### config.mk
export PLATFORM = sky130hd
export DESIGN_NAME = aes128_key_schedule_ctrl
export DESIGN_NICKNAME = d
export VERILOG_FILES = /design/src/rtl/aes128_key_schedule_ctrl_pkg.sv /design/src/rtl/aes128_key_expansion_step.sv /design/src/rtl/aes128_key_schedule_ctrl.sv
export SDC_FILE = /design/constraint.sdc
export NUM_CORES = 2
export LEC_CHECK = 0
export CORE_MARGIN = 8
export CORE_UTILIZATION = 35
export CTS_CLUSTER_SIZE = 24
export DETAILED_ROUTE_END_ITERATION = 8
export PLACE_DENSITY = 0.52
export SLEW_MARGIN = 0
export SYNTH_ARGS = -nofsm -noshare
export SYNTH_HDL_FRONTEND = slang
export SYNTH_SLANG_ARGS = --single-unit
### constraint.sdc
create_clock -name clk -period 13.1 [get_ports clk]
set_clock_uncertainty 0.15 [all_clocks]
set_input_delay 1.965 -clock clk [delete_from_list [all_inputs] [get_ports clk]]
set_output_delay 1.965 -clock clk [all_outputs]
set_load 0.02 [all_outputs]
### src/rtl/aes128_key_schedule_ctrl_pkg.sv
// aes128_key_schedule_ctrl_pkg: AES-128 key schedule sizes, rcon constants and the S-box lookup.
package aes128_key_schedule_ctrl_pkg;
  localparam int AES128_KEY_SIZE = 128;
  localparam int AES_WORD_SIZE = 32;
  localparam int AES128_NUM_ROUNDS = 10;
  localparam logic [31:0] AES_RCON_01 = 32'h01000000;
  localparam logic [31:0] AES_RCON_02 = 32'h02000000;
  localparam logic [31:0] AES_RCON_03 = 32'h04000000;
  localparam logic [31:0] AES_RCON_04 = 32'h08000000;
  localparam logic [31:0] AES_RCON_05 = 32'h10000000;
  localparam logic [31:0] AES_RCON_06 = 32'h20000000;
  localparam logic [31:0] AES_RCON_07 = 32'h40000000;
  localparam logic [31:0] AES_RCON_08 = 32'h80000000;
  localparam logic [31:0] AES_RCON_09 = 32'h1b000000;
  localparam logic [31:0] AES_RCON_10 = 32'h36000000;
  localparam logic [0:255][7:0] SBOX = {
    128'h637c777bf26b6fc53001672bfed7ab76,
    128'hca82c97dfa5947f0add4a2af9ca472c0,
    128'hb7fd9326363ff7cc34a5e5f171d83115,
    128'h04c723c31896059a071280e2eb27b275,
    128'h09832c1a1b6e5aa0523bd6b329e32f84,
    128'h53d100ed20fcb15b6acbbe394a4c58cf,
    128'hd0efaafb434d338545f9027f503c9fa8,
    128'h51a3408f929d38f5bcb6da2110fff3d2,
    128'hcd0c13ec5f974417c4a77e3d645d1973,
    128'h60814fdc222a908846eeb814de5e0bdb,
    128'he0323a0a4906245cc2d3ac629195e479,
    128'he7c8376d8dd54ea96c56f4ea657aae08,
    128'hba78252e1ca6b4c6e8dd741f4bbd8b8a,
    128'h703eb5664803f60e613557b986c11d9e,
    128'he1f8981169d98e949b1e87e9ce5528df,
    128'h8ca1890dbfe6426841992d0fb054bb16};
  function automatic logic [7:0] aes_sbox(input logic [7:0] x);
    return SBOX[x];
  endfunction
endpackage

### src/rtl/aes128_key_expansion_step.sv
// aes128_key_expansion_step: one combinational AES-128 key expansion round with a runtime rcon.
module aes128_key_expansion_step
  import aes128_key_schedule_ctrl_pkg::*;
(
  input  logic [AES128_KEY_SIZE-1:0] key,
  input  logic [AES_WORD_SIZE-1:0]   rcon,
  output logic [AES128_KEY_SIZE-1:0] new_key
);
  logic [AES_WORD_SIZE-1:0] w0, w1, w2, w3, t, n0, n1, n2, n3;
  assign {w0, w1, w2, w3} = key;
  // SubWord(RotWord(w3)): the rotate is folded into the byte order of the lookups
  assign t = {aes_sbox(w3[23:16]), aes_sbox(w3[15:8]), aes_sbox(w3[7:0]), aes_sbox(w3[31:24])} ^ rcon;
  assign n0 = w0 ^ t;
  assign n1 = w1 ^ n0;
  assign n2 = w2 ^ n1;
  assign n3 = w3 ^ n2;
  assign new_key = {n0, n1, n2, n3};
endmodule

### src/rtl/aes128_key_schedule_ctrl.sv
// aes128_key_schedule_ctrl: iterative AES-128 key expansion into an 11-entry round key file.
module aes128_key_schedule_ctrl
  import aes128_key_schedule_ctrl_pkg::*;
#(
  parameter int ROUNDS = 10
) (
  input  logic                       clk,
  input  logic                       rst_n,
  input  logic                       key_valid,
  output logic                       key_ready,
  input  logic [AES128_KEY_SIZE-1:0] key,
  input  logic                       flush,
  output logic                       busy,
  output logic                       done,
  input  logic [3:0]                 rk_idx,
  output logic [AES128_KEY_SIZE-1:0] rk
);
  if (ROUNDS != AES128_NUM_ROUNDS) begin : g_bad_rounds
    $error("aes128_key_schedule_ctrl supports ROUNDS == 10 only");
  end
  typedef enum logic [1:0] {IDLE, EXPAND, READY} state_e;
  state_e state_q, state_d;
  logic [3:0] round_q, round_d;
  logic done_q, done_d;
  logic [AES128_KEY_SIZE-1:0] cur_key_q, cur_key_d, rk_q, rk_d, next_key;
  logic [AES128_KEY_SIZE-1:0] slot_q [AES128_NUM_ROUNDS+1];
  logic [AES128_KEY_SIZE-1:0] slot_d [AES128_NUM_ROUNDS+1];
  logic [AES_WORD_SIZE-1:0] rcon;
  logic accept;
  aes128_key_expansion_step u_step (.key(cur_key_q), .rcon(rcon), .new_key(next_key));
  always_comb begin
    case (round_q)
      4'd1:    rcon = AES_RCON_01;
      4'd2:    rcon = AES_RCON_02;
      4'd3:    rcon = AES_RCON_03;
      4'd4:    rcon = AES_RCON_04;
      4'd5:    rcon = AES_RCON_05;
      4'd6:    rcon = AES_RCON_06;
      4'd7:    rcon = AES_RCON_07;
      4'd8:    rcon = AES_RCON_08;
      4'd9:    rcon = AES_RCON_09;
      4'd10:   rcon = AES_RCON_10;
      default: rcon = '0;
    endcase
  end
  assign key_ready = (state_q != EXPAND) && !flush;
  assign accept = key_ready && key_valid;
  assign busy = state_q == EXPAND;
  assign done = done_q;
  assign rk = rk_q;
  always_comb begin
    state_d = state_q;
    round_d = round_q;
    done_d = done_q;
    cur_key_d = cur_key_q;
    slot_d = slot_q;
    rk_d = (rk_idx <= 4'd10) ? slot_q[rk_idx] : '0;
    if (flush) begin
      state_d = IDLE;
      done_d = 1'b0;
      round_d = '0;
    end else if (accept) begin
      slot_d[0] = key;
      cur_key_d = key;
      round_d = 4'd1;
      state_d = EXPAND;
      done_d = 1'b0;
    end else if (state_q == EXPAND) begin
      slot_d[round_q] = next_key;
      cur_key_d = next_key;
      state_d = (round_q == 4'(ROUNDS)) ? READY : EXPAND;
      done_d = round_q == 4'(ROUNDS);
      round_d = (round_q == 4'(ROUNDS)) ? round_q : round_q + 4'd1;
    end
  end
  always_ff @(posedge clk or negedge rst_n) begin
    if (!rst_n) begin
      state_q <= IDLE;
      round_q <= '0;
      done_q <= 1'b0;
      cur_key_q <= '0;
      rk_q <= '0;
      slot_q <= '{default: '0};
    end else begin
      state_q <= state_d;
      round_q <= round_d;
      done_q <= done_d;
      cur_key_q <= cur_key_d;
      rk_q <= rk_d;
      slot_q <= slot_d;
    end
  end
endmodule
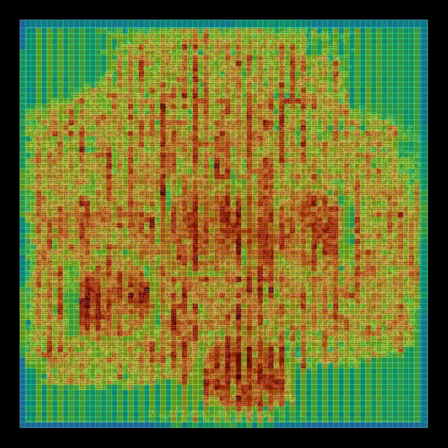
*Routing congestion map*
routing usage on met1: 0.364
met2 Resource Use GR: 0.401

==> impl_metrics.tcl <==
# flow metrics
set metrics [dict create \
    run_status "finished, final reports clean" \
    die_area_mm2 0.271 \
    use_met3 0.0399 \
    buffer_area_frac 0.0441 \
    grt_usage 0.263 \
    clockPowerShare 0.189 \
    synthCells 9275 \
    timing.rr.start "cur_key_q[9]$_DFFE_PN0P_" \
    vias 73900 \
    placed_cell_area_mm2 0.0941 \
    synth_async_sr_flop_share 1.00 \
    regToRegSetupSlack_ns 6.78 \
    powerDensity_mw_per_mm2 296 \
    met1_length_um 158000 \
    whs_ns 0.320 \
    drive_gt1_frac 0.115 \
    antenna_found_initial 28 \
    cts_tree "built" \
    largest_reg_flops 1408 \
    top_cell_area_share 0.468 \
    min_path_type "reg2reg" \
    hold_depth 2 \
    r2r_cells 15 \
    drtAntennaViolNets 0 \
    max-vdd-ir-drop_mv 0.213 \
    whs_endpoint "slot_q[745]$_DFFE_PN0P_" \
    worstSetupEndpointType "flop" \
    ys_sh_simple 0.132 \
    common_cells "dfrtp_1, nand2_1, o21ai_0, clkbuf_1, a21oi_1" \
    rows 185 \
    swShare 0.519 \
    yosys-top-cells-area "dfrtp_1, mux4_2, o21ai_0, nand2_1, mux2i_1" \
    crit_required_ns 13.64 \
    yosys_warnings 0 \
    clkCellAreaFrac 0.0662 \
    clkbuf_count 280 \
    p_comb_frac 0.572 \
    fp_util 0.352 \
    critPathLaunch "cur_key_q[9]$_DFFE_PN0P_" \
    grt_max_degree 184 \
    xor_share 0.0233 \
    comb_cell_power_mw 17.1 \
    tightest_slew_ns 1.38 \
    startpoint_type "flop" \
    placedCellCount 12100 \
    netlist_area_mm2 0.0892 \
    mux_area_frac 0.123 \
    worstReg2RegEnd "slot_q[1201]$_DFFE_PN0P_" \
    p_int_mw 14.3 \
    grt_setup_unrepaired "no" \
    drt_iter0_drc 8229 \
    flop-count 1670 \
    synth.logic.top_family "AND-OR/OR-AND gates" \
    antenna_cells 16 \
    adder_share 0.00867 \
    endpoint "slot_q[1201]$_DFFE_PN0P_" \
    core_mm2 0.254 \
    dp_slack_ns 6.62 \
]
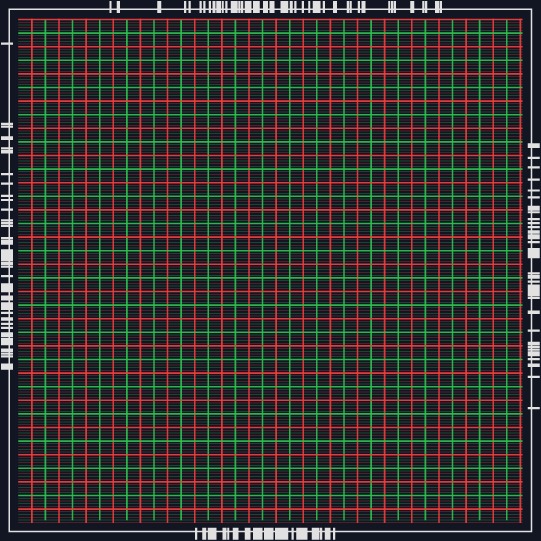
*PDN straps and rails*
(1 px per µm) Pins as bars on the die edge.
[VDD] green
[VSS] red
met4 straps: 37
signal pins: 267

